[src/rtl/bldc_pkg.sv]
// bldc_pkg: hall code constants and decode helpers shared by the BLDC hall front end and commutation logic.
package bldc_pkg;
  localparam logic [2:0] HALL_S0   = 3'b001;
  localparam logic [2:0] HALL_S1   = 3'b101;
  localparam logic [2:0] HALL_S2   = 3'b100;
  localparam logic [2:0] HALL_S3   = 3'b110;
  localparam logic [2:0] HALL_S4   = 3'b010;
  localparam logic [2:0] HALL_S5   = 3'b011;
  localparam logic [2:0] HALL_BAD0 = 3'b000;
  localparam logic [2:0] HALL_BAD7 = 3'b111;

  function automatic logic hall_is_valid(input logic [2:0] h);
    return (h != HALL_BAD0) && (h != HALL_BAD7);
  endfunction

  function automatic logic [2:0] hall_to_sector(input logic [2:0] h);
    case (h)
      HALL_S0: return 3'd0;
      HALL_S1: return 3'd1;
      HALL_S2: return 3'd2;
      HALL_S3: return 3'd3;
      HALL_S4: return 3'd4;
      HALL_S5: return 3'd5;
      default: return 3'd0;
    endcase
  endfunction
endpackage

[src/rtl/hall_debounce.sv]
// hall_debounce: 2-flop synchroniser plus stable-sample counter; strobes accept when a new code has held DEB_CYCLES samples.
module hall_debounce #(
  parameter int DEB_CYCLES = 4
) (
  input  logic       clk,
  input  logic       rst_n,
  input  logic [2:0] hall_i,
  output logic [2:0] code_o,
  output logic       accept_o
);
  localparam logic [3:0] DEB = 4'(DEB_CYCLES);

  logic [2:0] s1_q, s2_q, cand_q, hq_q;
  logic [3:0] dcnt_q, dcnt_d;

  always_comb dcnt_d = (s2_q != cand_q) ? 4'd1 : (dcnt_q == DEB) ? dcnt_q : dcnt_q + 4'd1;

  // Accept is combinational so the top can register its outputs on the same edge hq loads.
  assign accept_o = (dcnt_q == DEB) && (cand_q != hq_q);
  assign code_o   = cand_q;

  always_ff @(posedge clk or negedge rst_n) begin
    if (!rst_n) begin
      s1_q   <= '0;
      s2_q   <= '0;
      cand_q <= '0;
      dcnt_q <= '0;
      hq_q   <= '0;
    end else begin
      s1_q   <= hall_i;
      s2_q   <= s1_q;
      cand_q <= s2_q;
      dcnt_q <= dcnt_d;
      if (accept_o) hq_q <= cand_q;
    end
  end
endmodule

[src/rtl/hall_decoder.sv]
// hall_decoder: debounced hall decode into sector, direction, commutation period, stall and fault flags.
module hall_decoder
  import bldc_pkg::*;
#(
  parameter int DEB_CYCLES = 4,
  parameter int PER_W      = 20
) (
  input  logic             clk,
  input  logic             rst_n,
  input  logic [2:0]       hall,
  output logic [2:0]       sector,
  output logic             sector_valid,
  output logic             dir,
  output logic             edge_pulse,
  output logic [PER_W-1:0] period,
  output logic             period_valid,
  output logic             stall,
  output logic             fault,
  output logic             seq_err
);
  localparam logic [PER_W-1:0] PMAX = '1;
  localparam logic [PER_W-1:0] ONE  = 1;

  logic [2:0]       code, new_sec, nxt_sec, prv_sec;
  logic             accept, new_valid, v2v, i2v, fwd, rev;
  logic             known_q, had_edge_q;
  logic [PER_W-1:0] pcnt_q, pcnt_d;

  hall_debounce #(.DEB_CYCLES(DEB_CYCLES)) u_deb (
    .clk     (clk),
    .rst_n   (rst_n),
    .hall_i  (hall),
    .code_o  (code),
    .accept_o(accept)
  );

  always_comb begin
    new_valid = hall_is_valid(code);
    new_sec   = hall_to_sector(code);
    nxt_sec   = (sector == 3'd5) ? 3'd0 : sector + 3'd1;
    prv_sec   = (sector == 3'd0) ? 3'd5 : sector - 3'd1;
    fwd       = new_sec == nxt_sec;
    rev       = new_sec == prv_sec;
    v2v       = accept && known_q && sector_valid && new_valid;
    i2v       = accept && known_q && !sector_valid && new_valid;
    pcnt_d    = v2v ? ONE : (pcnt_q == PMAX) ? pcnt_q : pcnt_q + ONE;
  end

  always_ff @(posedge clk or negedge rst_n) begin
    if (!rst_n) begin
      known_q      <= 1'b0;
      had_edge_q   <= 1'b0;
      pcnt_q       <= '0;
      sector       <= '0;
      sector_valid <= 1'b0;
      dir          <= 1'b1;
      edge_pulse   <= 1'b0;
      period       <= '0;
      period_valid <= 1'b0;
      stall        <= 1'b0;
      fault        <= 1'b0;
      seq_err      <= 1'b0;
    end else begin
      known_q      <= known_q | accept;
      had_edge_q   <= had_edge_q | v2v;
      pcnt_q       <= pcnt_d;
      sector       <= (accept && new_valid) ? new_sec : sector;
      sector_valid <= accept ? new_valid : sector_valid;
      fault        <= accept ? !new_valid : fault;
      dir          <= (v2v && fwd) ? 1'b1 : (v2v && rev) ? 1'b0 : dir;
      edge_pulse   <= v2v;
      seq_err      <= v2v && !fwd && !rev;
      period       <= v2v ? pcnt_q : period;
      // An edge decides period_valid on its own; otherwise return-from-fault or saturation clears it.
      period_valid <= v2v ? (had_edge_q && pcnt_q != PMAX) : (i2v || pcnt_d == PMAX) ? 1'b0 : period_valid;
      stall        <= pcnt_d == PMAX;
    end
  end
endmodule
[config.mk]
export PLATFORM = sky130hd
export DESIGN_NAME = hall_decoder
export DESIGN_NICKNAME = d
export VERILOG_FILES = /design/src/rtl/bldc_pkg.sv /design/src/rtl/hall_debounce.sv /design/src/rtl/hall_decoder.sv
export SDC_FILE = /design/constraint.sdc
export NUM_CORES = 1
export LEC_CHECK = 0
export CORE_MARGIN = 2
export CORE_UTILIZATION = 56
export DETAILED_ROUTE_END_ITERATION = 8
export PLACE_DENSITY = 0.79
export SLEW_MARGIN = 20
export SYNTH_ARGS = -nofsm -noshare
export SYNTH_HDL_FRONTEND = slang
export SYNTH_SLANG_ARGS = --single-unit
[constraint.sdc]
create_clock -name clk -period 2.7 [get_ports clk]
set_clock_uncertainty 0.2 [all_clocks]
set_input_delay 0.27 -clock clk [delete_from_list [all_inputs] [get_ports clk]]
set_output_delay 0.27 -clock clk [all_outputs]
set_load 0.03 [all_outputs]
Figure 1. Register map, names as in the netlist.
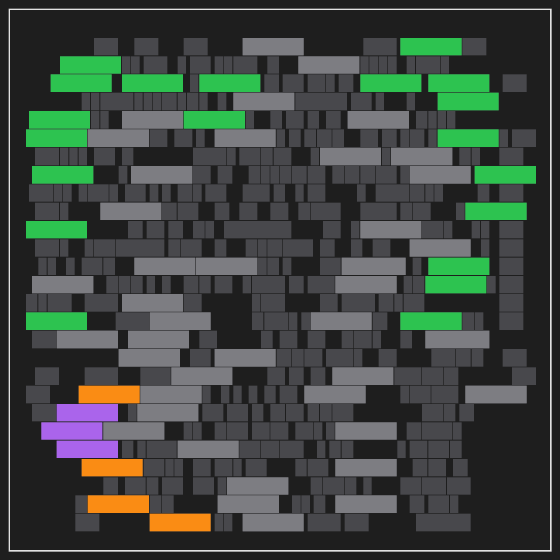
orange -> u_deb.dcnt_q  # sequential cells 4, where bottom left
green -> period  # sequential cells 20
purple -> u_deb.s1_q  # sequential cells 3
not colored = 41
Storage cell area: 1700 um^2
Seq power: 1.06 mW
final standard cell utilization of the core: 0.717

Figure 2. Cells by drive strength.
Bar = 20 um.
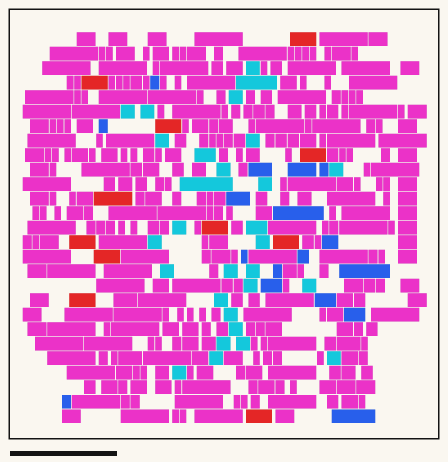
magenta -> drive 1 or less  # cells 343
cyan -> drive 3 to 4  # cells 29
blue -> drive 2  # cells 17
red -> drive 6 and up  # cells 11
worst setup margin: 0.117 ns
bufs w/o clock: 60
fin area: 4000 um^2
post-synthesis to final-layout area growth: 22.8%

Figure 3. M4 wires.
Supply wires on this layer in gray.
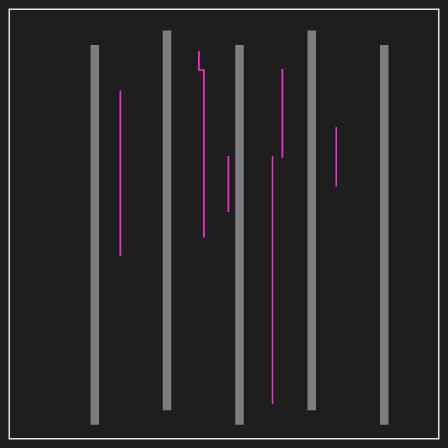
share of all routed wire = 2.2%
wire length on this layer = 150 um
nets with wire on the layer = 4
longest straight run = 46.2 um
detailed-route via count: 2591
DRT Wirelength: 6.76 mm

Figure 4. Clock nets.
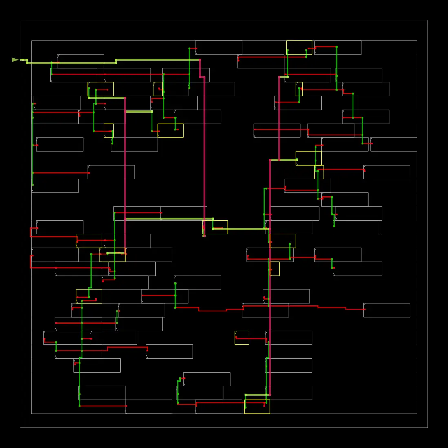
total number of clock tree sinks: 68
CTS buffer count: 9
power in the clock group: 0.724 mW

==> worst paths after layout <==
check / from / cells after the start / end
max: pcnt_q[4]$_DFF_PN0_ / 7 / period_valid$_DFFE_PN0P_
min: u_deb.s1_q[1]$_DFF_PN0_ / 0 / u_deb.s2_q[1]$_DFF_PN0_
max reg2reg: pcnt_q[4]$_DFF_PN0_ / 7 / period_valid$_DFFE_PN0P_
min reg2reg: u_deb.s1_q[1]$_DFF_PN0_ / 0 / u_deb.s2_q[1]$_DFF_PN0_
max in group asynchronous: rst_n / 3 / dir$_DFFE_PN1P_
min in group asynchronous: rst_n / 2 / u_deb.code_o[2]$_DFF_PN0_
==> timing repair <==
item                       CTS  global route
resized                      0             3
hold buffers                 1             0
hold endpoints to repair    22             0
setup endpoints to repair    0             2
==> per-layer routing <==
metal  track usage  up-vias  wire [um]
met5             0        -          0
met4         0.119        0        149
met3        0.0528       15        323
met2         0.357       71       3100
met1         0.333     1229       3190
li1              -     1276          -
==> cell families (layout without fill, tap and decap cells) <==
group           after synthesis  after routing  synth area share
mux                           5              5            0.0200
xor+xnor                     24             24            0.0646
simple gates                158            158             0.236
buf+inv                      27             85            0.0323
fa+ha+maj                     4              4            0.0154
compound gates               56             56             0.109
flops                        68             68             0.523
==> synth_stat cells, drive strengths merged (3+ instances only) <==
library cell  count
nand3             8
nand2            81
clkbuf           14
nand4             6
xnor2            16
a21oi            12
and3              7
and2              3
buf               4
nor3              9
a211oi            3
a31oi             6
nor2             19
ha                4
xor2              8
dfrtp            67
or3               6
inv               9
o21ai            23
nand2b            6
==> cell type report <==
cell class,instances,area (um^2)
Sequential cell,68,1700
Fill cell,407,1580
Multi-Input combinational cell,247,1460
Timing Repair Buffer,60,546
Clock buffer,11,141
Tap cell,72,90.1
Inverter,9,33.8
Clock inverter,5,27.5
==> impl_metrics.xml <==
<?xml version="1.0" encoding="UTF-8"?>
<metrics>
  <group name="synth">
    <metric name="synth-async-reset-ratio" unit="">1.00</metric>
    <metric name="synthDominantAreaCellType" unit="">sky130_fd_sc_hd__dfrtp_1</metric>
    <metric name="avgSynthCellArea" unit="um^2">9.52</metric>
    <metric name="synth.top_cells.by_area" unit="">sky130_fd_sc_hd__dfrtp_1, sky130_fd_sc_hd__nand2_1, sky130_fd_sc_hd__xnor2_1</metric>
    <metric name="synth.net_count" unit="">351</metric>
    <metric name="synth_flops" unit="">68</metric>
    <metric name="enable_flop_cells" unit="">0</metric>
  </group>
  <group name="critical_path">
    <metric name="worst-path-max-fanout" unit="">8</metric>
    <metric name="critical_path.startpoint_type" unit="">flip-flop</metric>
    <metric name="critPathBufInv" unit="">0</metric>
  </group>
  <group name="pwr">
    <metric name="biggest_consumer" unit="">sequential cells</metric>
    <metric name="internal-power" unit="mW">1.44</metric>
  </group>
  <group name="grt">
    <metric name="grt_start_max_net_pins" unit="">35</metric>
  </group>
  <group name="routing">
    <metric name="drt-initial-drc-count" unit="">207</metric>
  </group>
  <group name="final_layout">
    <metric name="mostFrequentLayoutCell" unit="">sky130_fd_sc_hd__nand2_1</metric>
    <metric name="diodes" unit="">0</metric>
  </group>
  <group name="place">
    <metric name="post_dp_cell_area" unit="um^2">3810</metric>
    <metric name="placement.io_buffers" unit="">34</metric>
    <metric name="post-dp-hpwl" unit="mm">4.80</metric>
  </group>
  <group name="timing">
    <metric name="holdWs" unit="ns">0.151</metric>
    <metric name="tightest_slew" unit="ns">0.551</metric>
    <metric name="finalSetupTns" unit="ns">0</metric>
  </group>
  <group name="flow_run">
    <metric name="warning_count" unit="">27</metric>
  </group>
  <group name="floorplanning">
    <metric name="top_level_ports" unit="">35</metric>
  </group>
  <group name="status">
    <metric name="run_status" unit="">completed</metric>
  </group>
  <group name="cts">
    <metric name="htreeDepth" unit="">3</metric>
  </group>
</metrics>
Power figures rest on the tool's default switching activity, not on a simulated workload.
